**src/rtl/wiegand_tx.sv**
```systemverilog
// Wiegand frame transmitter: latches a frame on start and serialises it MSB-first
// as D0/D1 pulses, with optional leading-even / trailing-odd parity insertion.
module wiegand_tx #(
    parameter int FRAME_BITS  = 26,
    parameter int PULSE_CYC   = 500,
    parameter int PERIOD_CYC  = 2200,
    parameter int GAP_CYC     = 20000,
    parameter int AUTO_PARITY = 1
) (
    input  logic                  clk,
    input  logic                  rst,
    input  logic                  start,
    input  logic                  abort,
    input  logic [FRAME_BITS-1:0] data,
    output logic [1:0]            wigend,
    output logic                  busy,
    output logic                  done
);

    localparam int MAX_CYC = (PERIOD_CYC > GAP_CYC) ? PERIOD_CYC : GAP_CYC;
    localparam int CW      = $clog2(MAX_CYC);
    localparam int IW      = $clog2(FRAME_BITS);

    localparam logic [CW-1:0] PULSE_END = CW'(PULSE_CYC - 1);
    localparam logic [CW-1:0] SPACE_END = CW'(PERIOD_CYC - PULSE_CYC - 1);
    localparam logic [CW-1:0] GAP_END   = CW'(GAP_CYC - 1);
    localparam logic [IW-1:0] LAST_BIT  = IW'(FRAME_BITS - 1);

    typedef enum logic [1:0] {
        IDLE,
        PULSE,
        SPACE,
        GAP
    } state_t;

    state_t                  state;
    logic [CW-1:0]           cnt;
    logic [IW-1:0]           idx;
    logic [FRAME_BITS-1:0]   shreg;
    logic [FRAME_BITS-1:0]   frame_in;
    logic                    par_hi;
    logic                    par_lo;

    // Upper half (below the leading bit) feeds even parity, lower half (above the
    // trailing bit) feeds odd parity.
    always_comb begin
        // NOTE: every always_comb output gets a default first so no path can infer a latch.
        par_hi   = 1'b0;
        par_lo   = 1'b1;
        frame_in = data;
        for (int i = 1; i < FRAME_BITS - 1; i++) begin
            if (i >= FRAME_BITS / 2) par_hi = par_hi ^ data[i];
            else                     par_lo = par_lo ^ data[i];
        end
        if (AUTO_PARITY != 0) begin
            frame_in[FRAME_BITS-1] = par_hi;
            frame_in[0]            = par_lo;
        end
    end

    // NOTE: sequential state uses non-blocking assignments so every register samples pre-edge values.
    always_ff @(posedge clk or negedge rst) begin
        if (!rst) begin
            state  <= IDLE;
            cnt    <= '0;
            idx    <= '0;
            shreg  <= '0;
            wigend <= 2'b00;
            busy   <= 1'b0;
            done   <= 1'b0;
        end else begin
            done <= 1'b0;
            if (state != IDLE && abort) begin
                // Truncate whatever is on the line; no completion pulse.
                state  <= IDLE;
                cnt    <= '0;
                idx    <= '0;
                wigend <= 2'b00;
                busy   <= 1'b0;
            end else begin
                case (state)
                    IDLE: begin
                        if (start) begin
                            shreg  <= frame_in;
                            idx    <= '0;
                            cnt    <= '0;
                            wigend <= {frame_in[FRAME_BITS-1], ~frame_in[FRAME_BITS-1]};
                            busy   <= 1'b1;
                            state  <= PULSE;
                        end
                    end
                    PULSE: begin
                        if (cnt == PULSE_END) begin
                            cnt    <= '0;
                            wigend <= 2'b00;
                            state  <= (idx == LAST_BIT) ? GAP : SPACE;
                        end else begin
                            cnt <= cnt + 1'b1;
                        end
                    end
                    SPACE: begin
                        if (cnt == SPACE_END) begin
                            cnt    <= '0;
                            idx    <= idx + 1'b1;
                            shreg  <= {shreg[FRAME_BITS-2:0], 1'b0};
                            wigend <= {shreg[FRAME_BITS-2], ~shreg[FRAME_BITS-2]};
                            state  <= PULSE;
                        end else begin
                            cnt <= cnt + 1'b1;
                        end
                    end
                    GAP: begin
                        if (cnt == GAP_END) begin
                            cnt   <= '0;
                            busy  <= 1'b0;
                            done  <= 1'b1;
                            state <= IDLE;
                        end else begin
                            cnt <= cnt + 1'b1;
                        end
                    end
                    default: state <= IDLE;
                endcase
            end
        end
    end

endmodule

```
**config.mk**
```make
export PLATFORM = sky130hd
export DESIGN_NAME = wiegand_tx
export DESIGN_NICKNAME = d
export VERILOG_FILES = /design/src/rtl/wiegand_tx.sv
export SDC_FILE = /design/constraint.sdc
export NUM_CORES = 1
export LEC_CHECK = 0
export ABC_AREA = 0
export ABC_CLOCK_PERIOD_IN_PS = 3550
export CAP_MARGIN = 40
export CORE_UTILIZATION = 45
export CTS_CLUSTER_SIZE = 16
export DETAILED_ROUTE_END_ITERATION = 8
export MAX_ROUTING_LAYER = met4
export PLACE_DENSITY = 0.66
export SETUP_SLACK_MARGIN = 0.3
export SYNTH_ARGS = -nofsm -noshare
export SYNTH_HDL_FRONTEND = slang
export SYNTH_SLANG_ARGS = --single-unit
```
**constraint.sdc**
```tcl
create_clock -name clk -period 3.55 [get_ports clk]
set_clock_uncertainty 0.05 [all_clocks]
set_input_delay 0.355 -clock clk [delete_from_list [all_inputs] [get_ports clk]]
set_output_delay 0.355 -clock clk [all_outputs]
set_load 0.02 [all_outputs]
```
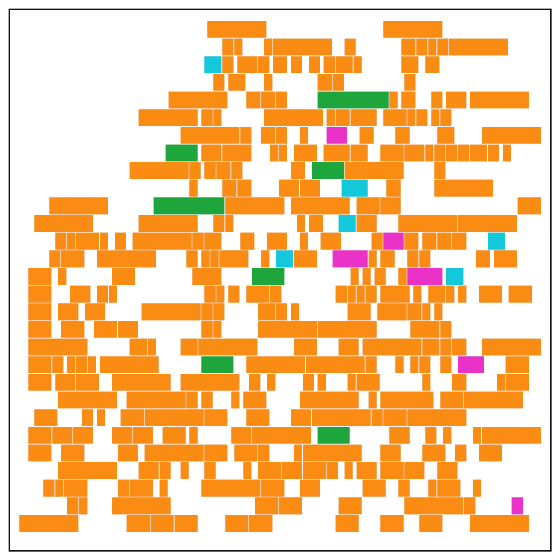
sizes.png
Key: _6 and larger = green [cells 7, most used clkbuf_8]; _2 cells = magenta [cells 6, most used or3b_2]; _0 and _1 cells = orange [cells 327, most used dfrtp_1]; _3 and _4 cells = cyan [cells 6, most used buf_4]
final instance area: 3470 um^2
crit path setup slack, layout: 688 ps
area growth from synthesis to layout: 17.0%
non-clock buffer total of the final layout: 36

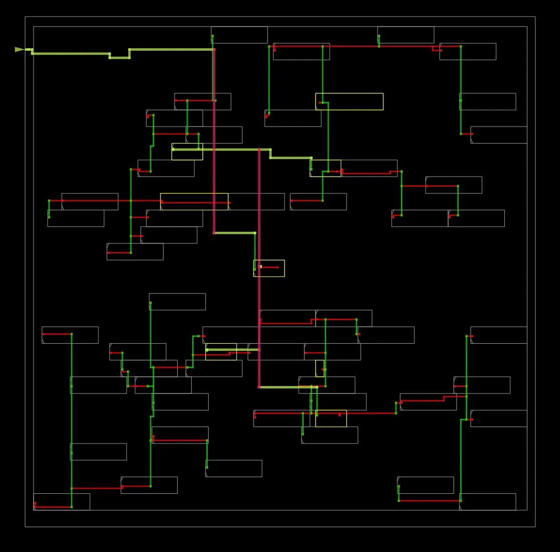
clocks.png
clock buffer count in the final layout: 6
clock tree sinks: 51
number of buffers inserted during clock tree synthesis: 5
Latency at later pin: 310 ps

==> report_table.html <==
<!-- implementation run metrics -->
<table>
<tr><th>Metric</th><th>Value</th></tr>
<tr><th colspan="2">Logic synthesis</th></tr>
<tr><td>Logic family by area</td><td>simple AND/OR/NAND/NOR gates</td></tr>
<tr><td>Fraction of registers with async set or reset after synthesis</td><td>100%</td></tr>
<tr><td>Register bit total from synthesis</td><td>51</td></tr>
<tr><td>Sequential cell area fraction in the yosys report</td><td>a little over two fifths</td></tr>
<tr><td>Cell with the most instances after synthesis</td><td>sky130_fd_sc_hd__dfrtp_1</td></tr>
<tr><td>Area fraction in mux cells</td><td>8.09%</td></tr>
<tr><td>Post-synthesis cell count from yosys</td><td>318</td></tr>
<tr><td>Commonest cells in the synthesized netlist</td><td>sky130_fd_sc_hd__dfrtp_1, sky130_fd_sc_hd__nand2_1, sky130_fd_sc_hd__o21ai_0</td></tr>
<tr><td>Most frequently used flop master after synthesis</td><td>sky130_fd_sc_hd__dfrtp_1</td></tr>
<tr><td>Largest cells by area after synthesis</td><td>sky130_fd_sc_hd__dfrtp_1, sky130_fd_sc_hd__mux2i_1, sky130_fd_sc_hd__o21ai_0</td></tr>
<tr><td>Post-synth EDFFs</td><td>0</td></tr>
<tr><td>Mean instance size in the synthesized netlist</td><td>9.34 um^2</td></tr>
<tr><td>Adder-cell share of the synthesized area</td><td>2.95%</td></tr>
<tr><td>Distinct cells, synth</td><td>51</td></tr>
<tr><td>Top-area cell type share of the netlist area</td><td>43.0%</td></tr>
<tr><td>Synth Warn #</td><td>0</td></tr>
<tr><td>Cell type with the largest total area</td><td>sky130_fd_sc_hd__dfrtp_1</td></tr>
<tr><td>Cell area after synthesis</td><td>2970 um^2</td></tr>
<tr><td>Complex Gates by Area</td><td>15.5%</td></tr>
<tr><td>Yosys stat area</td><td>2970 um^2</td></tr>
<tr><td>Gate count of the mapped netlist</td><td>318</td></tr>
<tr><td>Post-synth net total</td><td>355</td></tr>
<tr><td>Area fraction in xor and xnor cells</td><td>6.95%</td></tr>
<tr><td>Share of synthesized cell area in and, or, nand and nor gates</td><td>approximately a fifth</td></tr>
<tr><th colspan="2">Placed design</th></tr>
<tr><td>Routability Congestion</td><td>0.814</td></tr>
<tr><td>Number of placed cells counting well taps</td><td>415</td></tr>
<tr><td>Post-detailed-placement cell area</td><td>3340 um^2</td></tr>
<tr><td>DP HPWL</td><td>4140 um</td></tr>
<tr><td>Worst slack at placement</td><td>713 ps</td></tr>
<tr><td>Number of buffers added on ports</td><td>31</td></tr>
<tr><th colspan="2">Clock network</th></tr>
<tr><td>CTS tree</td><td>done</td></tr>
<tr><td>CTS root buffer</td><td>sky130_fd_sc_hd__clkbuf_8</td></tr>
<tr><td>H-Tree Depth</td><td>2</td></tr>
<tr><td>Hold-fix buffers, CTS</td><td>0</td></tr>
<tr><td>Buffer count from post-CTS setup fixing</td><td>0</td></tr>
<tr><td>Clock-pin slew reported for the worst setup and hold paths after clock tree synthesis</td><td>90 ps</td></tr>
<tr><td>Total of cells resized after clock tree synthesis</td><td>0</td></tr>
<tr><td>Number of buffers on the longest clock path</td><td>2</td></tr>
<tr><th colspan="2">Critical path</th></tr>
<tr><td>Crit path DRT</td><td>3740 ps</td></tr>
<tr><td>Largest fanout of any net on the critical path</td><td>8</td></tr>
<tr><td>Endpoint of the most critical setup path</td><td>idx[3]</td></tr>
<tr><td>Crit Reg-Reg Startpoint</td><td>cnt[0]</td></tr>
<tr><td>Arr. time, crit path</td><td>3060 ps</td></tr>
<tr><td>Launch point of the worst path</td><td>cnt[0]</td></tr>
<tr><td>R2R Setup Slk</td><td>690 ps</td></tr>
<tr><td>Crit Path Class</td><td>flip-flop to flip-flop</td></tr>
<tr><td>Endpoint class of the critical path</td><td>flip-flop</td></tr>
<tr><td>Critical register-to-register path endpoint</td><td>idx[3]</td></tr>
<tr><td>FF-to-FF path depth</td><td>6</td></tr>
<tr><td>Critical path startpoint category</td><td>flip-flop</td></tr>
<tr><th colspan="2">GRT</th></tr>
<tr><td>Via count of the first global-routing pass</td><td>about 2,200</td></tr>
<tr><td>Global route overflow</td><td>0</td></tr>
<tr><td>Global-route wire length before repair</td><td>10,400 um</td></tr>
<tr><td>Global router's overall resource usage</td><td>18.7%</td></tr>
<tr><td>Antenna violations before repair</td><td>0</td></tr>
<tr><td>Largest net degree at the start of global routing</td><td>50</td></tr>
<tr><th colspan="2">Final timing</th></tr>
<tr><td>Tightest slew margin relative to the limit</td><td>47.8%</td></tr>
<tr><td>Post-route minimum period</td><td>2860 ps</td></tr>
<tr><td>Count of endpoints failing setup in the final report</td><td>0</td></tr>
<tr><td>Final Hold Slack</td><td>67.0 ps</td></tr>
<tr><td>Transition at the pin with the smallest max-transition slack</td><td>783 ps</td></tr>
<tr><td>Final Slew Violations</td><td>0</td></tr>
<tr><td>Number of hold violations in the final report</td><td>0</td></tr>
<tr><td>Unrepaired setup endpoints after global routing</td><td>no</td></tr>
<tr><td>Share of the clock period used by the worst path after layout</td><td>80.6%</td></tr>
<tr><td>Max Fclk</td><td>around 350 MHz</td></tr>
<tr><td>Sum Neg Setup Slack</td><td>0 ps</td></tr>
<tr><th colspan="2">Routing</th></tr>
<tr><td>Average routed wire per standard cell</td><td>between 10 and 15 um</td></tr>
<tr><td>Number of vias per cell</td><td>5.59</td></tr>
<tr><td>DRC violation count after routing</td><td>0</td></tr>
<tr><td>Number of DRC violations after detailed-routing iteration 0</td><td>133</td></tr>
<tr><td>Router iterations before antenna repair</td><td>4</td></tr>
<tr><td>Post-route ant nets</td><td>0</td></tr>
<tr><th colspan="2">Die</th></tr>
<tr><td>Die Span Y</td><td>83.2 um</td></tr>
<tr><td>Die W</td><td>83.2 um</td></tr>
<tr><td>Count of boundary I/O pins</td><td>34</td></tr>
<tr><td>Initial core utilization</td><td>46.8%</td></tr>
<tr><td>Die Outline Area</td><td>roughly 7000 um^2</td></tr>
<tr><th colspan="2">Cells and area</th></tr>
<tr><td>Net total in the final layout</td><td>382</td></tr>
<tr><td>Number of diodes added for antenna fixing</td><td>0</td></tr>
<tr><td>Fraction of layout instances using a drive strength above 1</td><td>under 10%</td></tr>
<tr><td>Cell Count, Final, Fillers Out</td><td>423</td></tr>
<tr><td>Share of the core filled with cells</td><td>54.7%</td></tr>
<tr><th colspan="2">Flow run</th></tr>
<tr><td>Total tool warning count</td><td>32</td></tr>
<tr><td>Max-Cap Viols</td><td>0</td></tr>
<tr><th colspan="2">Status</th></tr>
<tr><td>Outcome</td><td>complete, no violations</td></tr>
<tr><th colspan="2">Min path</th></tr>
<tr><td>Worst min path class</td><td>input pin to asynchronous set/reset pin</td></tr>
<tr><th colspan="2">Power</th></tr>
<tr><td>Max rail drop VDD</td><td>roughly 0.00042 V</td></tr>
<tr><td>Leakage Power</td><td>1.39 nW</td></tr>
<tr><td>Pwr per Cell Area</td><td>642 nW/um^2</td></tr>
<tr><td>Total power</td><td>0.00223 W</td></tr>
</table>
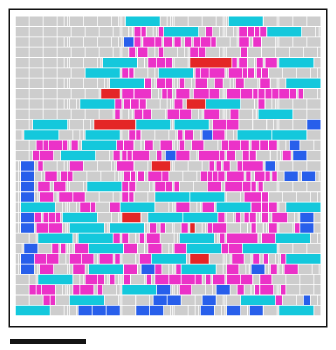
placement_by_type.png
Scale bar: 20 um. Fill, decap, tap and diode cells in grey.
Key: sequential cells = cyan [cells 51]; clock drivers and dummy loads = red [cells 8]; combinational and other logic = magenta [cells 251]; remaining buffers and delay cells = blue [cells 36]
Std-Cell Core Area: 6350 um^2
share of the final layout cell area in sequential cells: 36.7%
# rows: 29

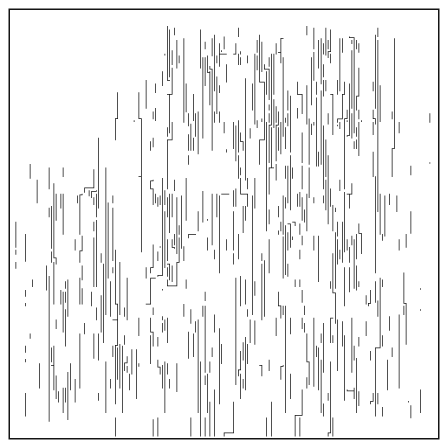
layer_met2.png
The longest straight run is 33.3 um. The wires run mostly vertical.
routed via count: 2,364
final wirelength: 5890 um

layout by cell type, fill, tap and decap left out, drive strengths merged, types with 6 or more instances in the layout:
master,count
nor2,10
o21ai,36
a21oi,12
xnor2,19
ha,7
nand3,19
inv,10
nand2,44
clkbuf,6
buf,6
dfrtp,51
clkdlybuf4s50,30
mux2i,24
report_power, final:
part / switching (W) / internal [W] / total (W)
Clock: 0.000194 / 0.000282 / 0.000476
Sequential: 0.000101 / 0.000754 / 0.000856
Combinational: 0.000508 / 0.000390 / 0.000898
layout make-up:
class                      count  area [um^2]
inverter                      10         37.5
clock inverter                 2         60.1
sequential                    51         1280
tap                           77         96.3
multi-input combinational    241         1590
fill                         573         2880
clock buffer                   6         72.6
timing repair buffer          36          343
cells by family after synthesis:
group | count (synthesis)
AOI/OAI and AO/OA | 74
xor gates and xnor gates | 22
adders and majority gates | 7
buffers and inverters | 26
DFF | 51
muxes | 24
and+or+nand+nor | 114
critical path: stages (launching register included):
cell                      delay [ps]
sky130_fd_sc_hd__dfrtp_1         390
sky130_fd_sc_hd__ha_1            250
sky130_fd_sc_hd__or4b_1          490
sky130_fd_sc_hd__or4_4           590
sky130_fd_sc_hd__a221o_1         450
sky130_fd_sc_hd__or4_1           500
sky130_fd_sc_hd__nand3_1          90
metal layers:
layer	vias up	wire length (um)	part of all wire (%)	global-route usage [%]
met5	-	0	0	-
li1	1197	-	-	-
met3	6	244	4.1	3.08
met1	1113	2960	50	25.2
met2	48	2620	44	29.3
met4	0	68	1.2	5.17
sequential cells by signal, summed over array words and instances, names as in the netlist:
signal / flops
done: 1
shreg: 25
state: 2
busy: 1
wigend: 2
idx: 5
cnt: 15
Power figures rest on the tool's default switching activity, not on a simulated workload.
